[config.mk]
export PLATFORM = sky130hd
export DESIGN_NAME = mem_arbiter
export DESIGN_NICKNAME = d
export VERILOG_FILES = /design/src/rtl/mem_arb_pkg.sv /design/src/rtl/rr_arb2.sv /design/src/rtl/mem_arbiter.sv
export SDC_FILE = /design/constraint.sdc
export NUM_CORES = 1
export LEC_CHECK = 0
export ABC_AREA = 1
export CAP_MARGIN = 20
export CORE_AREA = 2 2 131 133
export DETAILED_ROUTE_END_ITERATION = 10
export DIE_AREA = 0 0 133 135
export SLEW_MARGIN = 20
export SYNTH_ARGS = -nofsm -noshare
export SYNTH_HDL_FRONTEND = slang
export SYNTH_SLANG_ARGS = --single-unit
[constraint.sdc]
create_clock -name clk -period 2.4 [get_ports clk]
set_clock_uncertainty 0.05 [all_clocks]
set_input_delay 0.48 -clock clk [delete_from_list [all_inputs] [get_ports clk]]
set_output_delay 0.48 -clock clk [all_outputs]
set_load 0.02 [all_outputs]
[src/rtl/mem_arb_pkg.sv]
// mem_arb_pkg: shared types and sizes for the two-master memory arbiter
package mem_arb_pkg;
  localparam int FUNCT3_W = 3;
  localparam int N_MASTERS = 2;
  typedef enum logic {OWN_M0, OWN_M1} owner_t;
endpackage

[src/rtl/rr_arb2.sv]
// rr_arb2: two-input round-robin / fixed-priority grant, optional ownership lock (MEM_ARB_LOCK_EN)
module rr_arb2
  import mem_arb_pkg::*;
#(
  parameter bit FIXED_PRIO = 1'b0
) (
  input  logic                 clk,
  input  logic                 rst_n,
  input  logic [N_MASTERS-1:0] req,
`ifdef MEM_ARB_LOCK_EN
  input  logic [N_MASTERS-1:0] lock,
`endif
  output logic [N_MASTERS-1:0] gnt
);
  owner_t rr_last;
  logic [N_MASTERS-1:0] elig;
`ifdef MEM_ARB_LOCK_EN
  logic locked;
  owner_t lock_own;
  logic hold;
  assign hold = locked && lock[lock_own];
  assign elig = hold ? req & ((lock_own == OWN_M1) ? 2'b10 : 2'b01) : req;
  // a granted master raising lock keeps ownership until its lock drops
  always_ff @(posedge clk)
    if (!rst_n) begin
      locked   <= 1'b0;
      lock_own <= OWN_M0;
    end else if (!hold) begin
      locked   <= |(gnt & lock);
      lock_own <= gnt[1] ? OWN_M1 : OWN_M0;
    end
`else
  assign elig = req;
`endif
  // grant is suppressed during reset so every output reads 0
  always_comb
    gnt = !rst_n ? 2'b00 :
          (&elig) ? ((FIXED_PRIO || rr_last == OWN_M1) ? 2'b01 : 2'b10) : elig;
  // remember the last winner; M0 wins the first tie after reset
  always_ff @(posedge clk)
    if (!rst_n) rr_last <= OWN_M1;
    else if (|gnt) rr_last <= gnt[1] ? OWN_M1 : OWN_M0;
endmodule

[src/rtl/mem_arbiter.sv]
// mem_arbiter: shares one sync-read memory port between M0 and M1 (lock ports with MEM_ARB_LOCK_EN)
module mem_arbiter
  import mem_arb_pkg::*;
#(
  parameter int ADDR_W     = 32,
  parameter int DATA_W     = 32,
  parameter bit FIXED_PRIO = 1'b0
) (
  input  logic                clk,
  input  logic                rst_n,
  input  logic                m0_req,
  input  logic                m0_we,
  input  logic [ADDR_W-1:0]   m0_addr,
  input  logic [DATA_W-1:0]   m0_wdata,
  input  logic [FUNCT3_W-1:0] m0_func3,
  output logic                m0_gnt,
  output logic                m0_rvalid,
  output logic [DATA_W-1:0]   m0_rdata,
  input  logic                m1_req,
  input  logic                m1_we,
  input  logic [ADDR_W-1:0]   m1_addr,
  input  logic [DATA_W-1:0]   m1_wdata,
  input  logic [FUNCT3_W-1:0] m1_func3,
  output logic                m1_gnt,
  output logic                m1_rvalid,
  output logic [DATA_W-1:0]   m1_rdata,
`ifdef MEM_ARB_LOCK_EN
  input  logic                m0_lock,
  input  logic                m1_lock,
`endif
  output logic                mem_wen,
  output logic [ADDR_W-1:0]   mem_ra,
  output logic [ADDR_W-1:0]   mem_wa,
  output logic [DATA_W-1:0]   mem_wd,
  output logic [FUNCT3_W-1:0] mem_func3,
  input  logic [DATA_W-1:0]   mem_rd
);
  logic [N_MASTERS-1:0] gnt;
  logic rd_pend;
  owner_t rd_owner;
  rr_arb2 #(.FIXED_PRIO(FIXED_PRIO)) u_arb (
    .clk  (clk),
    .rst_n(rst_n),
    .req  ({m1_req, m0_req}),
`ifdef MEM_ARB_LOCK_EN
    .lock ({m1_lock, m0_lock}),
`endif
    .gnt  (gnt)
  );
  assign m0_gnt = gnt[0];
  assign m1_gnt = gnt[1];
  // steer the winner's transaction onto the memory port, zeros when idle
  always_comb begin
    mem_wen   = gnt[0] ? m0_we    : gnt[1] ? m1_we    : 1'b0;
    mem_ra    = gnt[0] ? m0_addr  : gnt[1] ? m1_addr  : '0;
    mem_wd    = gnt[0] ? m0_wdata : gnt[1] ? m1_wdata : '0;
    mem_func3 = gnt[0] ? m0_func3 : gnt[1] ? m1_func3 : '0;
    mem_wa    = mem_ra;
  end
  // track the owner of the read whose data arrives next cycle
  always_ff @(posedge clk)
    if (!rst_n) begin
      rd_pend  <= 1'b0;
      rd_owner <= OWN_M0;
    end else begin
      rd_pend <= |gnt && !mem_wen;
      if (|gnt && !mem_wen) rd_owner <= gnt[1] ? OWN_M1 : OWN_M0;
    end
  // return read data only to its owner; reset kills a pending return
  always_comb begin
    m0_rvalid = rst_n && rd_pend && rd_owner == OWN_M0;
    m1_rvalid = rst_n && rd_pend && rd_owner == OWN_M1;
    m0_rdata  = m0_rvalid ? mem_rd : '0;
    m1_rdata  = m1_rvalid ? mem_rd : '0;
  end
endmodule

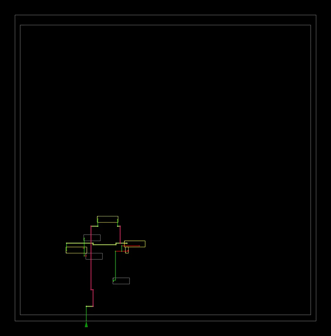
(run_1/clocks.png)
clock sink count: 3
clock latency on the worst-skew pair: 230 ps
number of clock-tree buffers in the layout: 4
clock network power: 0.268 mW
number of buffers added by the clock tree synthesis step: 3

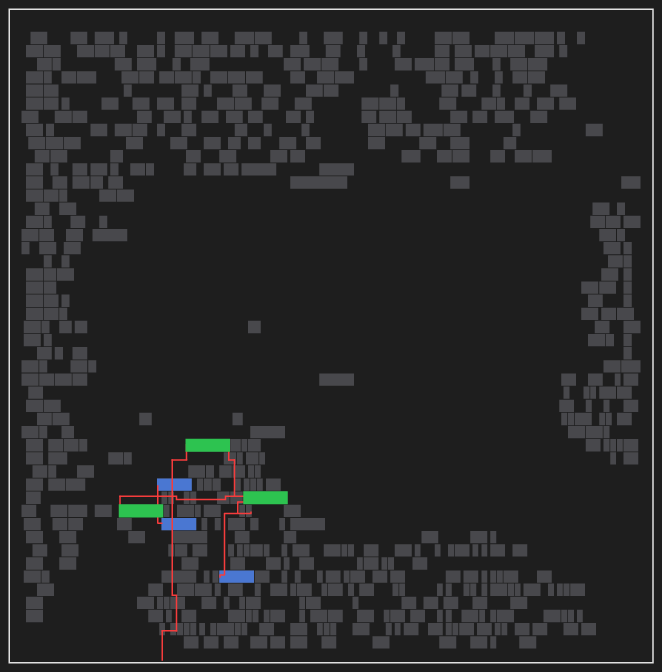
(run_1/clk_routes.png)
- blue: flip-flops (count 3)
- green: clock drivers (count 3)
- red: clock wires (length 135 um)
- routed clock nets: 4

==> run summary, run 1 <==
Implementation results. Floorplan die height landed at between 100 and 150 um. Number of cells in the design after placement landed at slightly below 800. Summing all multiplexer cells gives an area fraction of 0%. Maximum clock frequency landed at 0.438 GHz. Number of nets in the finished design landed at 742.

Measured on the final layout, the clock distribution area share stands at between 1.5 and 2%. Async set or reset register ratio after synthesis landed at 0%. Prior to clock tree synthesis, the placed netlist has a worst setup slack of -561 ps. The largest individual stage delay along the critical path comes from the cell clkdlybuf4s15_1. Relative slew slack landed at 82.6%. Buffer-and-inverter tally for the worst setup path landed at 6. Counting the inverters off the clock network in the layout gives about 43. The share of synthesized area in the top cell type comes to 38.7%. Register share of total power landed at 4.5%.

Signed area change from the synthesized netlist to the final layout landed at 220%. According to the floorplan report, the placeable core area is roughly 0.016 sq mm. The endpoint of the worst hold path is reported as u_arb.rr_last$_SDFFE_PN1P_.

Per the final report, the share of cell area in non-clock buffers is 69.2%. In this run the worst setup path terminates at mem_ra[29]. Once routing completed, OpenROAD measured the worst setup slack at about 110 ps.

Count of input and output buffers landed at ~340. Number of tap instances landed at 220. By startpoint and endpoint, the worst setup path is classified as in -> out. The analysis attributes to net switching a power of ~0.48 mW. TritonCTS built the clock tree.

Total sequential power landed at about 0.057 mW. In the Yosys report the total cell count is 247. Number of max-slew violations in the final report landed at 0.

For reference, XOR and XNOR gates occupy 0% of the area reported after synthesis. Die outline width landed at ~130 um. Broken down by cell family, the worst path's largest delay share belongs to buffers and inverters. Internal power consumption landed at ~0.77 mW. The worst VDD IR drop from the latest analysis is 176 uV. Number of iterations in the first detailed-routing pass landed at 4. Post-route clock period utilization landed at between 90% and 100%.

STA classifies the critical path startpoint as a primary input. The run finished with clean final reports. Count of yosys warnings during synthesis landed at 0.

Before any placement, the netlist area is recorded as 0.00152 sq mm. STA shows the worst reg2reg path with a cell count of 8. Total number of vias landed at roughly 2900. In the final layout, the multi-input gates occupy slightly above 900 sq um. Number of diodes landed at 0.

The launch point of the critical path was reported as m0_req. The biggest slice of the area belongs to non-clock buffers. Number of violations of the max-capacitance limit landed at 0. On the worst path, the slowest cell contributes a delay of approximately 300 ps. Looking at the gate-level netlist, the highest instance count belongs to a22o_1. Gates resized during post-CTS repair numbered 288. Summing all placed instances gives a cell area of roughly 0.005 sq mm. Per the OpenROAD power report, leakage power amounts to approximately 2.6 nW.

Final RePlAce weighted congestion landed at between 0.7 and 0.8. Total negative slack landed at 0 ps. Post-synth tally of flip-flops with integrated enable landed at 0. Number of fill cells landed at approximately 1800. Total wirelength of the detailed-routed design landed at roughly 11 mm. The timing report gives the clock slew at the launch and capture registers of the worst setup and hold paths as about 30 ps.

The count of nets left with antenna violations once routing finished came out at 0. Per the CTS log, the root buffer master is clkbuf_16. The sequential cells in the finished layout cover a total of roughly 60 sq um.

After detailed routing, the average wire length per cell comes to ~14 um.
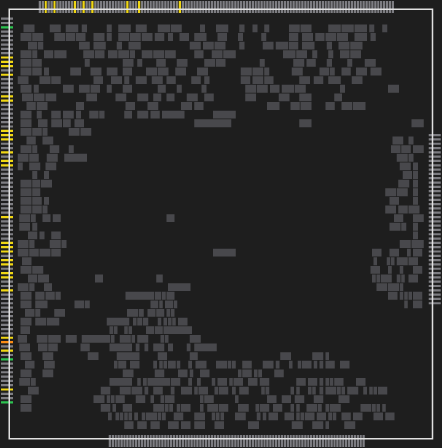
(run_1/io_placement.png)
Pins as bars across the die edge, other pins in gray.
- orange: `m0_gnt` (pins 1; direction output; edge left)
- yellow: `m1_wdata` (pins 32; direction input; edge 24 left, 8 top)
- green: `m0_func3` (pins 3; direction input; edge left)
- all pins by edge: 122 top, 90 left, 88 bottom, 40 right

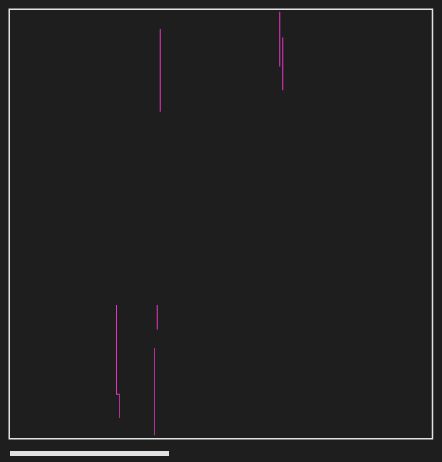
(run_1/layer_met4.png)
Scale bar: 50 um.
- wire length on this layer: 130 um
- main direction: vertical
- longest straight run: 28.0 um
- share of all routed wire: 1.2%

run 1: layout by cell type (no fill, tap or decap), drive strengths merged:
cell / count
buf: 40
o211ai: 1
dlygate4sd2: 69
dfxtp: 3
clkdlybuf4s15: 30
nand3: 3
inv: 43
nand2: 10
a22o: 67
clkbuf: 64
nor2: 66
clkdlybuf4s50: 170
nor3: 2
bufbuf: 1
run 1: state kept, by name, indices dropped and copies added, names as in the netlist:
| register | flops |
|---|---|
| rd_owner | 1 |
| rd_pend | 1 |
| u_arb.rr_last | 1 |
run 1: metal layers:
layer  track usage, %  wire (um)  vias to the layer above
met5                0          0                        -
met4             2.21        130                        0
met3             2.59        880                       12
met2             20.6       5810                      159
met1             13.5       4250                     1263
li1                 -          -                     1436
==> run_1/sizes.png <==
Scale bar: 50 um.
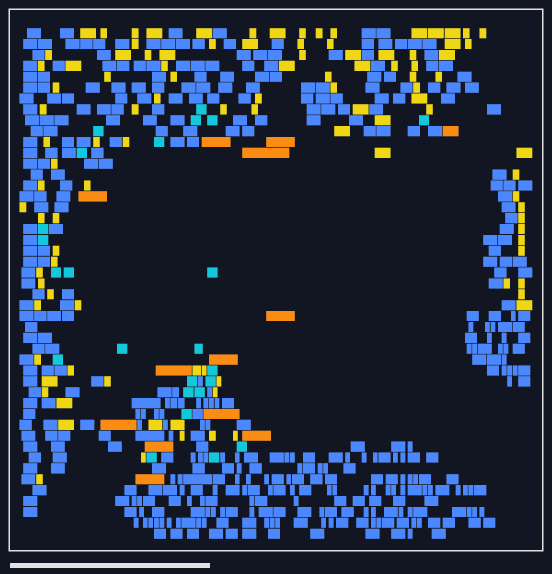

==> run 1 -> run 2 <==
Settings changed: SKIP_CTS_REPAIR_TIMING set to 1.
Clock period 2.4 ns to 2.3 ns, I/O delays scaled along.
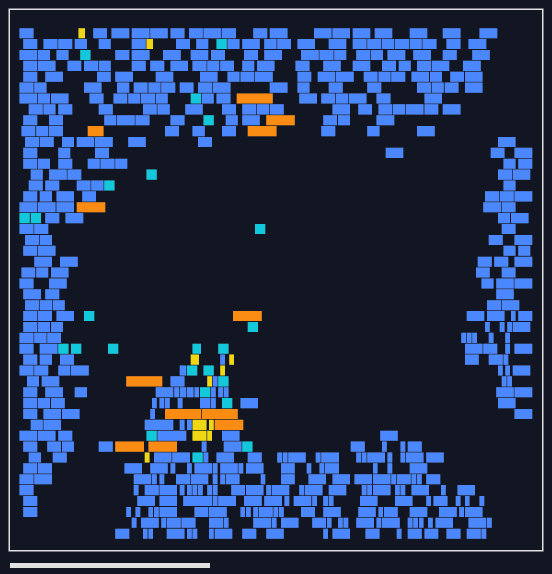
(run_2/sizes.png)
Scale bar: 50 um.
- yellow: _2 cells (cells 11; share 1.9%; most used inv_2)
- blue: _0 and _1 cells (cells 521; share 92%; most used clkdlybuf4s50_1)
- orange: _6 and larger (cells 12; share 2.1%; most used buf_12)
- cyan: _3 and _4 cells (cells 24; share 4.2%; most used buf_4)

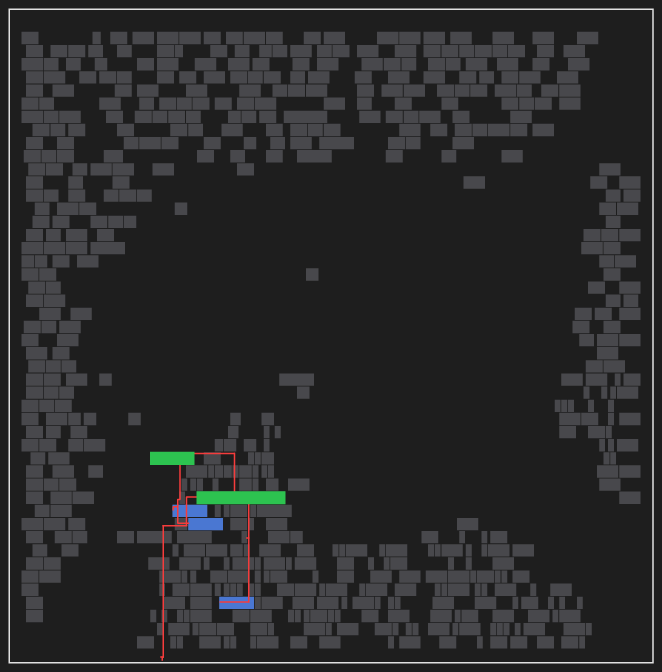
(run_2/clk_routes.png)
- green: clock drivers (count 3)
- red: clock wires (length 120 um)
- blue: flip-flops (count 3)
- routed clock nets: 4

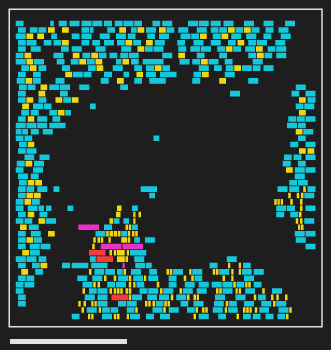
(run_2/placement_by_type.png)
Scale bar: 50 um.
- magenta: clock drivers and dummy loads (cells 4; share of their area 1.5%)
- cyan: remaining buffers and delay cells (cells 369; share of their area 77%)
- red: sequential cells (cells 3; share of their area 1.1%)
- yellow: combinational and other logic (cells 192; share of their area 20%)

==> run summary, run 2 <==
Implementation results. Placeable core area landed at 0.0164 sq mm. In the layout the commonest cells are clkdlybuf4s50_1, dlymetal6s2s_1, a22o_1, nor2_1, inv_1. Count of final setup violators landed at 0. Floorplan die height landed at ~140 um. Number of DRC violations after detailed routing landed at 0.

Static power due to leakage landed at just under 5 nW. The path class of the tightest hold or removal check is reg -> reg. Per the CTS log, the root buffer master is clkbuf_16.

Longest individual stage delay on the worst path landed at around 210 ps. Final RePlAce weighted congestion landed at between 0.7 and 0.8. Number of nets in the synthesized netlist landed at about 420.

Register share of total power landed at roughly 4.3%. Looking at the gate-level netlist, the highest instance count belongs to a22o_1. After synthesis, the design contains ~250 cells according to Yosys. Clock insertion delay at the later pin of the skew report landed at ~220 ps. Count of yosys warnings during synthesis landed at 0.

The number of placed instances, taps included, is 781. The highest layer touched by signal routing is met4. For this run, global-route usage on met3 was measured as 2.55%. Number of diodes landed at 0. Clock tree synthesis found a total of 3 sinks. Die outline width landed at around 130 um. Buffer-and-inverter tally for the worst setup path landed at 7. Once detail routing completed, the nets flagged for antenna violations numbered 0.

The post-synth count of flops with an enable pin is 0. The first detailed-routing pass ran for 6 iterations. By startpoint and endpoint, the worst setup path is classified as in -> out.

Number of OpenROAD warnings landed at 26. In this run the most critical hold path is launched from u_arb.rr_last$_SDFFE_PN1P_. The top cell type in the final layout, fill and taps aside, is clkdlybuf4s50_1. Net load switching power landed at 0.503 mW. OpenSTA lists the critical path startpoint as rst_n.

In this run the worst setup path terminates at mem_ra[0]. Cell area reported after detailed placement landed at just over 0.005 sq mm. STA classifies the critical path startpoint as a primary input. Aggregate global routing overflow landed at 0. In this run the most used layer during global routing was met2. TritonCTS built the clock tree. Setup repair after global routing left no endpoint under its margin.

Post-route clock period utilization landed at a little over nine tenths. For hold timing, the worst endpoint is u_arb.rr_last$_SDFFE_PN1P_. The largest registers in the layout are rd_owner (1), rd_pend (1), u_arb.rr_last (1). Grouping stages by cell kind, the critical path spends the most delay in buffers and inverters.

The worst hold path was traced through 2 stages. Total wirelength of the detailed-routed design landed at roughly 12 mm. Async set or reset register ratio after synthesis landed at 0%.

The final layout reports a setup TNS of 0 ps. Worst-case reg-to-reg path depth landed at 9. Chip area in the Yosys report landed at about 0.0015 sq mm.

Summing every instance area after synthesis gives 0.00152 sq mm. Mux cell area share after synthesis landed at 0%. Internal power consumption landed at between 0.8 and 0.9 mW. Per the post-CTS timing run, clock transition at the registers of the reported paths is roughly 30 ps. In this run the mean area of a mapped cell was 6.13 sq um. The CTS report gives the tree buffer count as 3. The count of buffers added on input and output ports is 339. Met2 layer usage reported by global route landed at 20.1%.

Per the detail_route log, met2 wirelength is 6.16 mm. Prior to clock tree synthesis, the placed netlist has a worst setup slack of -613 ps. Max-cap violations in this run came to 0. For this design, the slowest cell found on the critical path is a22o_1. Total number of vias landed at roughly 2800. The slew check shows that the tightest pin keeps a relative margin of between 80% and 90%. Post-synthesis share of cell area spent on xor and xnor gates landed at 0%. Detailed routing placed a total of approximately 900 um of wire on met3.

Relative to the synthesized area, the layout overhead comes to 271%. The net count of the finished layout is between 700 and 800. Summed over its instances, the top area cell type makes up between 30% and 40% of the synthesized netlist area. The run finished with clean final reports. Maximum resistive drop on vdd landed at around 270 uV. The detailed router put a total of roughly 4.4 mm of wire on met1. Per the synth stats, the flop cell with the highest instance count is dfxtp_1. Timing would allow up to roughly 0.45 GHz. Cells fill roughly 34% of the core in the end. In the global route stage, met1 resource usage came out at roughly 14%. Average wire per standard cell landed at between 10 and 15 um. Worst path setup slack after routing landed at 102 ps. Counting the fill cells in the layout gives between 1500 and 2000. The final timing report lists a max-slew violation count of 0.
run 2: cell families after synthesis:
logic type | count (synthesis)
and+or+nand+nor | 81
buffers and inverters | 95
DFF | 3
AOI/OAI and AO/OA | 68
run 2: layout make-up:
cell class	count	area, sq um	area share, %
timing repair buffer	369	4130	73.4
inverter	43	164	2.91
clock buffer	4	78.8	1.40
tap	220	275	4.90
sequential	3	60.1	1.07
multi-input combinational	149	917	16.3
run 2: power by group through the flow:
stage / Combinational, mW / Sequential, mW / Clock, mW
floorplan: 0.451 / 0.0594 / 0
global placement: 1.08 / 0.0597 / 0
detailed placement: 1.08 / 0.0599 / 0
CTS: 1.08 / 0.0594 / 0.282
global route: 1.11 / 0.0598 / 0.289
finish: 1.05 / 0.0594 / 0.279
Power and IR drop assume default switching activity.
